File: config.mk
export PLATFORM = sky130hd
export DESIGN_NAME = fft1024_stream_ctrl
export DESIGN_NICKNAME = d
export VERILOG_FILES = /design/src/rtl/fft1024_stream_ctrl_pkg.sv /design/src/rtl/fft1024_stream_ctrl_bitrev9.sv /design/src/rtl/fft1024_stream_ctrl.sv
export SDC_FILE = /design/constraint.sdc
export NUM_CORES = 1
export LEC_CHECK = 0
export CAP_MARGIN = 20
export CORE_ASPECT_RATIO = 0.6
export CORE_MARGIN = 2
export CORE_UTILIZATION = 40
export DETAILED_ROUTE_END_ITERATION = 10
export PLACE_DENSITY_LB_ADDON = 0.05
export SYNTH_ARGS = -nofsm -noshare
export SYNTH_HDL_FRONTEND = slang
export SYNTH_SLANG_ARGS = --single-unit
File: constraint.sdc
create_clock -name clk -period 3.57 [get_ports clk]
set_clock_uncertainty 0.15 [all_clocks]
set_input_delay 0.714 -clock clk [delete_from_list [all_inputs] [get_ports clk]]
set_output_delay 0.714 -clock clk [all_outputs]
set_load 0.01 [all_outputs]
File: src/rtl/fft1024_stream_ctrl_pkg.sv
// Shared constants, state encodings and bit-reversal helper for the
// 1024-point FFT stream controller.
package fft1024_stream_ctrl_pkg;

   localparam int FFT_N    = 1024;
   localparam int FFT_HALF = FFT_N / 2;
   localparam int CNT_W    = 10;
   localparam int AD_W     = 11;
   localparam int BR_W     = 9;

   typedef enum logic [2:0] {
      S_LOAD   = 3'd0,
      S_DRAIN  = 3'd1,
      S_KICK   = 3'd2,
      S_WAIT   = 3'd3,
      S_UNLOAD = 3'd4
   } state_t;

   // Read pipeline position of the result currently being fetched.
   typedef enum logic [1:0] {
      PH_A = 2'd0,
      PH_B = 2'd1,
      PH_C = 2'd2,
      PH_V = 2'd3
   } rd_phase_t;

   function automatic logic [BR_W-1:0] bitrev9(input logic [BR_W-1:0] v);
      logic [BR_W-1:0] r;
      for (int i = 0; i < BR_W; i++) begin
         r[i] = v[BR_W-1-i];
      end
      return r;
   endfunction

endpackage

File: src/rtl/fft1024_stream_ctrl_bitrev9.sv
// 9-bit combinational bit reversal used to scatter load samples into
// the bit-reversed order the FFT engine expects.
module fft_bitrev9
   import fft1024_stream_ctrl_pkg::*;
(
   input  logic [BR_W-1:0] din,
   output logic [BR_W-1:0] dout
);

   genvar gi;
   generate
      for (gi = 0; gi < BR_W; gi++) begin : g_rev
         assign dout[gi] = din[BR_W-1-gi];
      end
   endgenerate

endmodule

File: src/rtl/fft1024_stream_ctrl.sv
// Streams a 1024-sample frame into two BSRAMs, hands them to the FFT
// engine, then streams the results back out in natural order.
module fft1024_stream_ctrl
   import fft1024_stream_ctrl_pkg::*;
#(
   parameter int N = FFT_N
)
(
   input  logic        clk,
   input  logic        rst_n,
   input  logic        s_valid,
   output logic        s_ready,
   input  logic [31:0] s_data,
   output logic        m_valid,
   input  logic        m_ready,
   output logic [31:0] m_data,
   output logic        m_last,
   output logic        fft_start,
   input  logic        fft_finish,
   output logic        fft_clear,
   output logic        sel_fft,
   input  logic [31:0] dout0,
   output logic        oce0,
   output logic        ce0,
   output logic        wre0,
   output logic [10:0] ad0,
   output logic [31:0] din0,
   input  logic [31:0] dout1,
   output logic        oce1,
   output logic        ce1,
   output logic        wre1,
   output logic [10:0] ad1,
   output logic [31:0] din1
);

   localparam logic [CNT_W-1:0] N_LAST = CNT_W'(N - 1);

   state_t            state_reg, state_next;
   rd_phase_t         phase_reg;
   logic [CNT_W-1:0]  n_cnt_reg;
   logic [CNT_W-1:0]  m_cnt_reg;
   logic              m_valid_reg;
   logic              m_last_reg;
   logic [31:0]       m_data_reg;
   logic              clear_reg;

   logic              beat;
   logic              rd_issue;
   logic              rd_oce;
   logic [CNT_W-1:0]  rd_idx;
   logic [BR_W-1:0]   ld_addr9;

   logic [1:0]        wr_wre_reg;
   logic [AD_W-1:0]   wr_ad_reg  [2];
   logic [31:0]       wr_din_reg [2];

   logic [31:0]       dout_arr [2];
   logic [1:0]        ce_arr;
   logic [1:0]        oce_arr;
   logic [AD_W-1:0]   ad_arr [2];

   fft_bitrev9 u_bitrev (
      .din  (n_cnt_reg[CNT_W-1:1]),
      .dout (ld_addr9)
   );

   always_comb begin
      state_next = state_reg;
      s_ready    = 1'b0;
      beat       = 1'b0;
      fft_start  = 1'b0;
      sel_fft    = 1'b0;
      rd_issue   = 1'b0;
      rd_oce     = 1'b0;
      rd_idx     = m_cnt_reg;
      case (state_reg)
         S_LOAD: begin
            s_ready = 1'b1;
            beat    = s_valid;
            if (s_valid && (n_cnt_reg == N_LAST)) begin
               state_next = S_DRAIN;
            end
         end
         S_DRAIN: begin
            state_next = S_KICK;
         end
         S_KICK: begin
            fft_start  = 1'b1;
            sel_fft    = 1'b1;
            state_next = S_WAIT;
         end
         S_WAIT: begin
            sel_fft = 1'b1;
            if (fft_finish) begin
               state_next = S_UNLOAD;
            end
         end
         S_UNLOAD: begin
            rd_oce = 1'b1;
            if (phase_reg == PH_A) begin
               rd_issue = 1'b1;
            end else if ((phase_reg == PH_V) && m_ready) begin
               if (m_last_reg) begin
                  state_next = S_LOAD;
               end else begin
                  // The handshake cycle doubles as the address cycle of the next result.
                  rd_issue = 1'b1;
                  rd_idx   = m_cnt_reg + 1'b1;
               end
            end
         end
         default: begin
            state_next = S_LOAD;
         end
      endcase
   end

   always_ff @(posedge clk or negedge rst_n) begin
      if (!rst_n) begin
         state_reg   <= S_LOAD;
         phase_reg   <= PH_A;
         n_cnt_reg   <= '0;
         m_cnt_reg   <= '0;
         m_valid_reg <= 1'b0;
         m_last_reg  <= 1'b0;
         m_data_reg  <= '0;
         clear_reg   <= 1'b0;
      end else begin
         state_reg <= state_next;
         clear_reg <= (state_reg == S_WAIT) && fft_finish;
         if (beat) begin
            n_cnt_reg <= n_cnt_reg + 1'b1;
         end
         if (state_reg == S_UNLOAD) begin
            case (phase_reg)
               PH_A: phase_reg <= PH_B;
               PH_B: phase_reg <= PH_C;
               PH_C: begin
                  m_data_reg  <= dout_arr[m_cnt_reg[CNT_W-1]];
                  m_last_reg  <= (m_cnt_reg == N_LAST);
                  m_valid_reg <= 1'b1;
                  phase_reg   <= PH_V;
               end
               PH_V: begin
                  if (m_ready) begin
                     m_valid_reg <= 1'b0;
                     if (m_last_reg) begin
                        m_last_reg <= 1'b0;
                        m_cnt_reg  <= '0;
                        n_cnt_reg  <= '0;
                        phase_reg  <= PH_A;
                     end else begin
                        m_cnt_reg <= m_cnt_reg + 1'b1;
                        phase_reg <= PH_B;
                     end
                  end
               end
               default: phase_reg <= PH_A;
            endcase
         end
      end
   end

   assign dout_arr[0] = dout0;
   assign dout_arr[1] = dout1;

   genvar gi;
   generate
      for (gi = 0; gi < 2; gi++) begin : g_bank
         logic rd_ce;

         always_ff @(posedge clk or negedge rst_n) begin
            if (!rst_n) begin
               wr_wre_reg[gi] <= 1'b0;
               wr_ad_reg[gi]  <= '0;
               wr_din_reg[gi] <= '0;
            end else if (beat && (n_cnt_reg[0] == 1'(gi))) begin
               wr_wre_reg[gi] <= 1'b1;
               wr_ad_reg[gi]  <= {2'b00, ld_addr9};
               wr_din_reg[gi] <= s_data;
            end else begin
               wr_wre_reg[gi] <= 1'b0;
               wr_ad_reg[gi]  <= '0;
               wr_din_reg[gi] <= '0;
            end
         end

         assign rd_ce       = rd_issue && (rd_idx[CNT_W-1] == 1'(gi));
         assign ce_arr[gi]  = wr_wre_reg[gi] | rd_ce;
         assign oce_arr[gi] = rd_oce;
         assign ad_arr[gi]  = wr_wre_reg[gi] ? wr_ad_reg[gi] :
                              rd_ce          ? {2'b00, rd_idx[BR_W-1:0]} : '0;
      end
   endgenerate

   assign ce0  = ce_arr[0];
   assign oce0 = oce_arr[0];
   assign wre0 = wr_wre_reg[0];
   assign ad0  = ad_arr[0];
   assign din0 = wr_din_reg[0];
   assign ce1  = ce_arr[1];
   assign oce1 = oce_arr[1];
   assign wre1 = wr_wre_reg[1];
   assign ad1  = ad_arr[1];
   assign din1 = wr_din_reg[1];

   assign m_valid   = m_valid_reg;
   assign m_last    = m_last_reg;
   assign m_data    = m_data_reg;
   assign fft_clear = clear_reg;

endmodule

Figure 1. Register map, names as in the netlist (run 1).
Scale bar: 50 um.
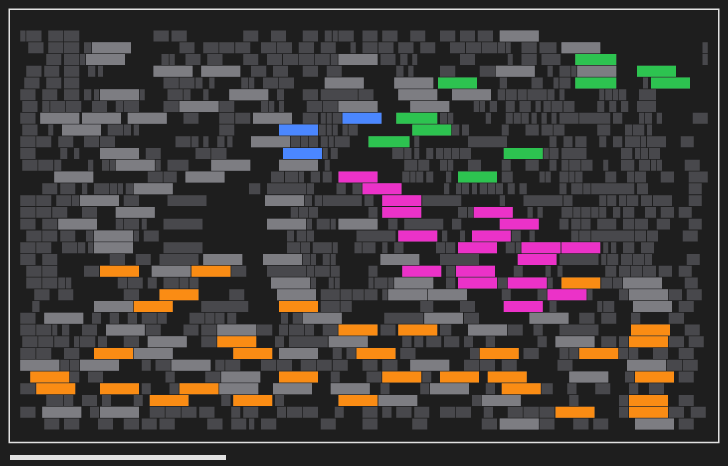
legend:
  magenta:
    name_in_the_netlist: `wr_ad_reg`
    sequential_cells: 18
  green:
    name_in_the_netlist: `m_cnt_reg`
    sequential_cells: 10
  blue:
    name_in_the_netlist: `state_reg`
    sequential_cells: 3
  orange:
    name_in_the_netlist: `din1`
    sequential_cells: 32
    where: a horizontal strip, bottom
not colored: 81
flop share of the area: 39.1%
seq pwr: 0.00194 W
Register Area: 3610 um2
fin util: 62.6%

Figure 2. Congestion heat map (run 1).
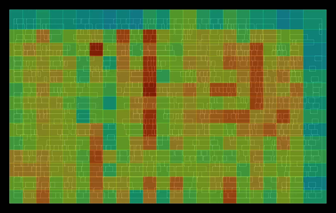
Most Crowded Layer GR: met2
DR WL/cell: 16.0 um

Figure 3. A small window of the routed layout (run 1).
Scale bar: 10 um. Window x 28 to 53, y 12 to 37 um. Cells in gray, sequential cells in the stronger gray; small squares are vias.
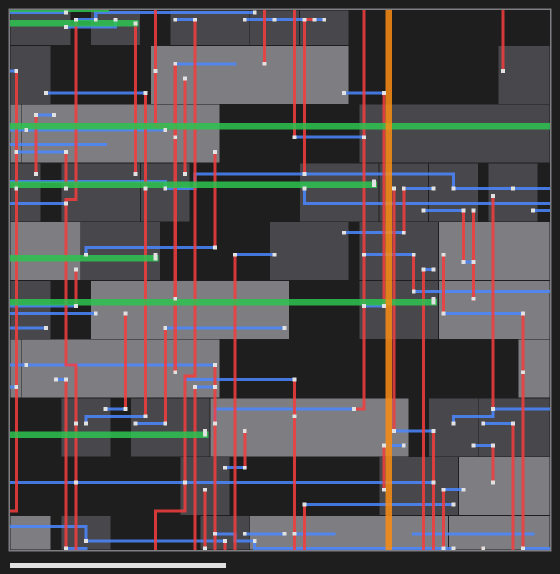
legend:
  red:
    layer: M2
  green:
    layer: M3
  blue:
    layer: M1
  orange:
    layer: M4
most frequent: clkdlybuf4s50_1 (14), and2_1 (13), dfrtp_1 (9)
sequential cells in the window: 9
netlist names of flops here include: `din0` (5), `din1` (4)
cells with their middle in the window: 37

Figure 4. Selected gate families (run 1).
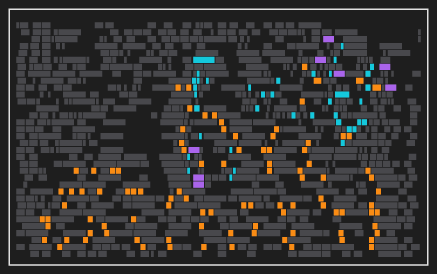
legend:
  cyan:
    family: nor cells
    cells: 38
  purple:
    family: fa/ha/maj cells
    cells: 8
  orange:
    family: and/or cells
    cells: 97
Post-Layout Cell Count: 1013
most instantiated logic cell after routing: clkdlybuf4s50_1
logic share of the area: 25.7%

==> flow_summary_export.csv, run 1 <==
group,metric,value,unit
synthesis,edf_count,0,
clocking,clock-sinks,144,
critical_path,crit_path_start_kind,"input pin",
critical_path,crit_type,"in2out",
synthesis,top_cell,"dfrtp_1",
final_timing,max_freq,0.287,GHz
synthesis,ys_warn_count,0,
cells_and_area,fillCellCount,1218,
synthesis,synth_area,6120,um2
final_timing,drv_slew,0,
routing,initialDrtViolationCount,288,
global_route,grt_pass1_vias,4960,
synthesis,ys_types,42,
synthesis,postSynthCellCount,572,
synthesis,yosys-top-cells-area,"dfrtp_1 59%, and2_1 8.7%, mux2i_1 5.4%",
die,rows,34,
cells_and_area,layout-drive-gt1-share,7.98,%
placed_design,gp_congestion,0.854,
final_timing,hold-worst-slack,0.238,ns
placed_design,dp_hpwl,11800,um
job,warnings,32,
synthesis,ys_cells,572,
power_and_ir_drop,p_per_area,480,nW/um2
synthesis,synth.avg_cell_area,10.7,um2
final_timing,slew_headroom,37.1,%
global_route,antenna_found_initial,0,
job,cap_violations,0,
final_timing,setup_viol,0,
routing,vias,4956,
critical_path,cp.arrival,2.62,ns
synthesis,ys_chip_area,6120,um2
final_timing,finalHoldViolations,0,
placed_design,dp_slack,-0.238,ns
synthesis,top_area_share,58.8,%
global_route,gr-total-overflow,0,
die,die_area,16300,um2
critical_path,critPathRequiredTime,2.71,ns
routing,postRouteAntennaNets,0,
routing,drc,0,
die,initial_core_util,41.6,%
status,outcome,"finished clean",
clocking,clkLatencyLatePin,0.40,ns
synthesis,synth-seq-area-share,58.8,%
min_path,hold_path_class,"in2async",
final_timing,rsz0062_at_grt,"true",
clocking,clockBufferDepth,2,
routing,drt-total-wl,16200,um
clocking,cts_htree_levels,4,
cells_and_area,n_antenna_cell,0,
final_timing,period_minus_slack,3.49,ns
final_timing,tightestPinTransition,0.943,ns
final_timing,setup_ws,0.0827,ns
global_route,grt_pass1_wl,25800,um
cells_and_area,syn2layout_area_growth,50.5,%
final_timing,finalClockPeriodUsage,97.7,%
power_and_ir_drop,ir_drop,307,uV
global_route,grtUsageTotal,20.4,%
clocking,path_clk_slew,0.07,ns
power_and_ir_drop,leakagePower,4.10,nW
synthesis,synthFlopType,"dfrtp_1",
die,core_area,14700,um2
synthesis,async_flop_share,100,%
synthesis,synth_area_leader_cell,"dfrtp_1",
clocking,cts_tree,"built",
clocking,cts_root_buf,"clkbuf_16",
die,die_w,164,um
cells_and_area,nets,912,
critical_path,crit_fanout,7,
placed_design,io_buffers,226,
routing,drtPass1Iterations,5,
routing,vias_per_cell,4.89,
clocking,numCtsBuffers,17,
die,die_h,99.8,um
critical_path,crit_path_end_kind,"primary output",
die,ios,231,
synthesis,top_cells_by_count,"144 x dfrtp_1, 85 x and2_1, 81 x nand2_1, 55 x o21ai_0, 33 x mux2i_1",
synthesis,ys.flops,144,
clocking,hold_buffers,0,
global_route,grt_max_degree,109,
run 1: critical path, cell delays in order:
cell and delay [ns]:
clkdlybuf4s50_1 0.50, and3b_1 0.19, nand2b_1 0.11, nor3_4 0.17, buf_12 0.15, xor2_4 0.09
buf_4 0.17, o31ai_1 0.25, dlygate4sd1_1 0.29
run 1: routing by layer:
| layer | track usage, % | part of all wire [%] | vias up |
|---|---|---|---|
| met5 | 0 | 0 | - |
| met4 | 4.86 | 0.65 | 0 |
| met3 | 8.43 | 10 | 8 |
| met2 | 30.2 | 45 | 191 |
| met1 | 28.0 | 44 | 2379 |
| li1 | - | - | 2378 |
run 1: placed cells by master (no fill, tap or decap), types with 17 or more instances in the layout:
master and instances:
buf_4 17, mux2i_1 33, o21ai_0 55, o31ai_1 21, and2_1 85, nand2_1 80, dfrtp_1 140, clkdlybuf4s50_1 205
a21oi_1 17, clkbuf_16 17
run 1: final cells by class:
cell class	count	area, um2	share of cell area (%)
clock buffers	18	439	4.76
clock inverters	13	125	1.36
inverters	9	33.8	0.366
multi-input cells	387	2370	25.7
flip-flops and latches	144	3610	39.1
well taps	198	248	2.69
repair buffers	244	2390	25.9
run 1: metrics by stage:
step                      utilization [%]  cell area (um2)  std cells  total power, W  setup TNS (ns)
after global routing                 62.6             9220       1013         0.00466         -0.0233
final                                62.6             9220       1013         0.00442               0
after global placement               58.4             8600        978         0.00276           -2.00
after detailed placement             58.4             8600        978         0.00279           -3.56
after CTS                            62.4             9190       1011         0.00448               0
after floorplan                         -             6130        575         0.00226               0
run 1: kinds of logic after synthesis:
logic type,count (synthesis),synth area share (%)
mux,35,5.76
flops,144,58.8
fa+ha+maj,8,1.63
other cells,1,0.0612
buf+inv,44,3.11
xor+xnor,6,1.10
compound gates,104,9.79
simple gates,230,19.7
run 1: worst paths after layout:
| kind | start | end | slack (ns) | cells past startpoint |
|---|---|---|---|---|
| worst max-delay path | m_ready | ad0[3] | 0.08 | 9 |
| worst min-delay path | rst_n | din1[26] | 0.24 | 1 |
| worst max register to register | state_reg[1] | m_cnt_reg[9] | 0.87 | 8 |
| worst min register to register | m_data[24] | m_data[24] | 0.33 | 2 |
| max in group asynchronous | rst_n | din0[31] | 2.17 | 2 |
| min in group clk | m_data[24] | m_data[24] | 0.33 | 2 |
run 1: repair_timing:
action                                  CTS  global route
endpoints found under the setup margin   20             4
setup buffers                             2             2
pin swaps                                 2             2
cloned                                    0             0
gates resized                            20            13
run 1: report_power, final:
part | switching, W | internal, W
Sequential | 0.000130 | 0.00181
Clock | 0.000701 | 0.000986
Combinational | 0.000346 | 0.000448
==> run 2, diff against run 1 <==
Settings changed: CORE_MARGIN 2 to default, CORE_UTILIZATION 40 to 50, DONT_BUFFER_PORTS from default to 1.
Figure 5. A small window of the routed layout (run 2).
Scale bar: 10 um. Window x 24 to 49, y 9 to 34 um. Cells in gray, sequential cells in the stronger gray; small squares are vias.
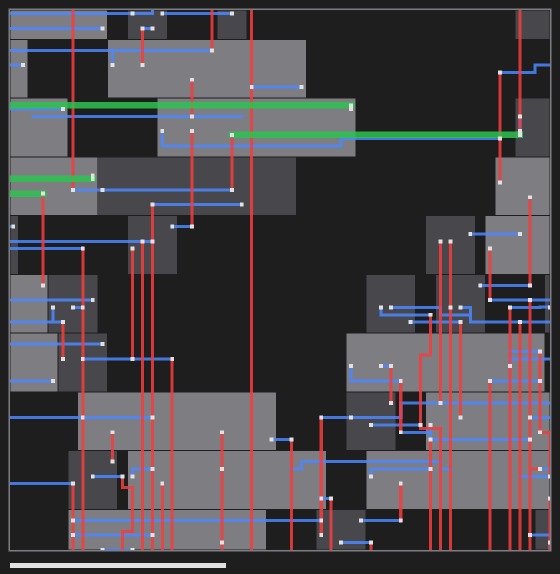
legend:
  blue:
    layer: M1
  red:
    layer: M2
  green:
    layer: M3
netlist names of flops here include: `din0` (4), `din1` (3)
cells with their middle in the window: 18
most frequent: and2_1 (9), dfrtp_1 (8), clkbuf_16 (1)
sequential cells in the window: 8

==> run 2 against run 1 <==
Compared with the run above:
- clock power is 7% higher
- the run now ends with negative hold slack left
- die area is 22% lower
- global-route usage is 2.0 points higher
- critical path depth is 3 lower
- final area is 24% lower
- utilization is 2.6 points lower
- sequential share of layout area is 13 points higher
- count of clock-buffer cells in the layout is 2 higher
- non-clock buffer count is 235 lower
- register-to-register slack better by 0.40 ns
- combinational power is 61% lower
- highest routed layer unchanged
==> flow_summary_export.csv, run 2 <==
group,metric,value,unit
status,failed_checks,"negative hold slack",
clocking,numCtsBuffers,17,
placed_design,dpl_cell_area,6250,um2
synthesis,synth-seq-area-share,58.8,%
final_timing,rsz0062_at_grt,"true",
cells_and_area,finalNonFillerCells,741,
critical_path,startpoint,"phase_reg[1]",
placed_design,dp_hpwl,9740,um
clocking,cts_root_buf,"clkbuf_16",
power_and_ir_drop,leakagePower,3.15,nW
final_timing,finalHoldViolations,144,
critical_path,worstSetupEndpoint,"ad1[2]",
final_timing,hold-worst-slack,-0.146,ns
critical_path,crit_buf_inv,0,
synthesis,edf_count,0,
synthesis,ys_warn_count,0,
final_timing,drv_slew,0,
die,die_area,12700,um2
routing,vias_per_cell,5.46,
global_route,antenna_found_initial,0,
die,die_h,87.7,um
synthesis,top_cells_by_count,"144 x dfrtp_1, 85 x and2_1, 81 x nand2_1, 55 x o21ai_0, 33 x mux2i_1",
critical_path,crit_path_start_kind,"register",
placed_design,io_buffers,0,
synthesis,postSynthCellCount,572,
cells_and_area,n_antenna_cell,0,
die,die_w,145,um
synthesis,synth_area_leader_cell,"dfrtp_1",
global_route,grt_pass1_vias,3901,
routing,drtPass1Iterations,5,
critical_path,cp_top_family,"simple AND/OR/NAND/NOR gates",
critical_path,crit_fanout,10,
status,outcome,"finished with violations",
critical_path,critPathMaxStageDelay,0.42,ns
routing,postRouteAntennaNets,0,
routing,vias,4046,
Figure 6. Register map, names as in the netlist (run 2).
Scale bar: 50 um.
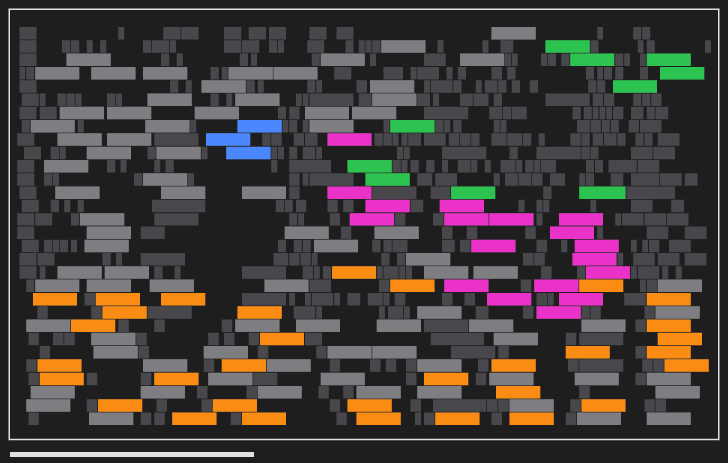
legend:
  blue:
    name_in_the_netlist: `state_reg`
    sequential_cells: 3
  green:
    name_in_the_netlist: `m_cnt_reg`
    sequential_cells: 10
    where: north-east
  orange:
    name_in_the_netlist: `din1`
    sequential_cells: 32
  magenta:
    name_in_the_netlist: `wr_ad_reg`
    sequential_cells: 18
seq pwr: 0.00204 W
fin util: 60.1%

## run 2: how the worst min path moves through the flow
stage	slack, ns	end	startpoint	cells after the start
finish	-0.15	m_cnt_reg[7]	rst_n	0
global route	-0.17	m_cnt_reg[7]	rst_n	0
CTS	-0.17	m_data[0]	rst_n	0
detailed placement	0.27	m_cnt_reg[7]	rst_n	0
global placement	0.27	m_cnt_reg[7]	rst_n	0
floorplan	0.27	din0[0]	rst_n	0
## run 2: what timing repair did
action	4_1_cts	5_1_grt
endpoints found under the hold margin	144	144
gates resized	0	20
setup endpoints to repair	0	19
## run 2: logic make-up after synthesis
| group | share of synthesized area (%) |
|---|---|
| other | 0.0612 |
| adder cells (fa/ha/maj) | 1.63 |
| multiplexers | 5.76 |
| XOR/XNOR | 1.10 |
| buffers and inverters | 3.11 |
| AND/OR/NAND/NOR | 19.7 |
| flip-flops | 58.8 |
| AND-OR/OR-AND | 9.79 |
## run 2: cell type report
| type | instances | area (um2) | share of cell area (%) |
|---|---|---|---|
| clock buffer | 20 | 457 | 6.56 |
| inverter | 9 | 33.8 | 0.485 |
| sequential | 144 | 3600 | 51.8 |
| clock inverter | 12 | 155 | 2.23 |
| timing repair buffer | 9 | 67.6 | 0.970 |
| multi-input combinational | 387 | 2450 | 35.1 |
| tap | 160 | 200 | 2.87 |
## run 2: per-layer routing
metal / share of wire, % / global-route usage (%) / vias to the layer above / routed length (um)
met5: 0 / 0 / - / 0
li1: - / - / 1911 / -
met2: 46 / 33.7 / 184 / 6300
met1: 44 / 30.6 / 1943 / 6050
met3: 9.0 / 7.76 / 8 / 1230
met4: 0.64 / 6.51 / 0 / 87
## run 2: per-stage QoR
stage               total power (W)  hold WS, ns  worst slack [ns]
finish                      0.00416       -0.146            0.0706
CTS                         0.00419       -0.167            0.0232
floorplan                   0.00226        0.268             0.690
global placement            0.00235        0.272             0.516
detailed placement          0.00237        0.272             0.403
global route                0.00436       -0.169           -0.0407
## run 2: power by group
part | switching (W) | internal, W | total, W
logic | 0.000172 | 0.000140 | 0.000312
clock network | 0.000672 | 0.00114 | 0.00181
registers | 0.000221 | 0.00182 | 0.00204
Power figures rest on the tool's default switching activity, not on a simulated workload.
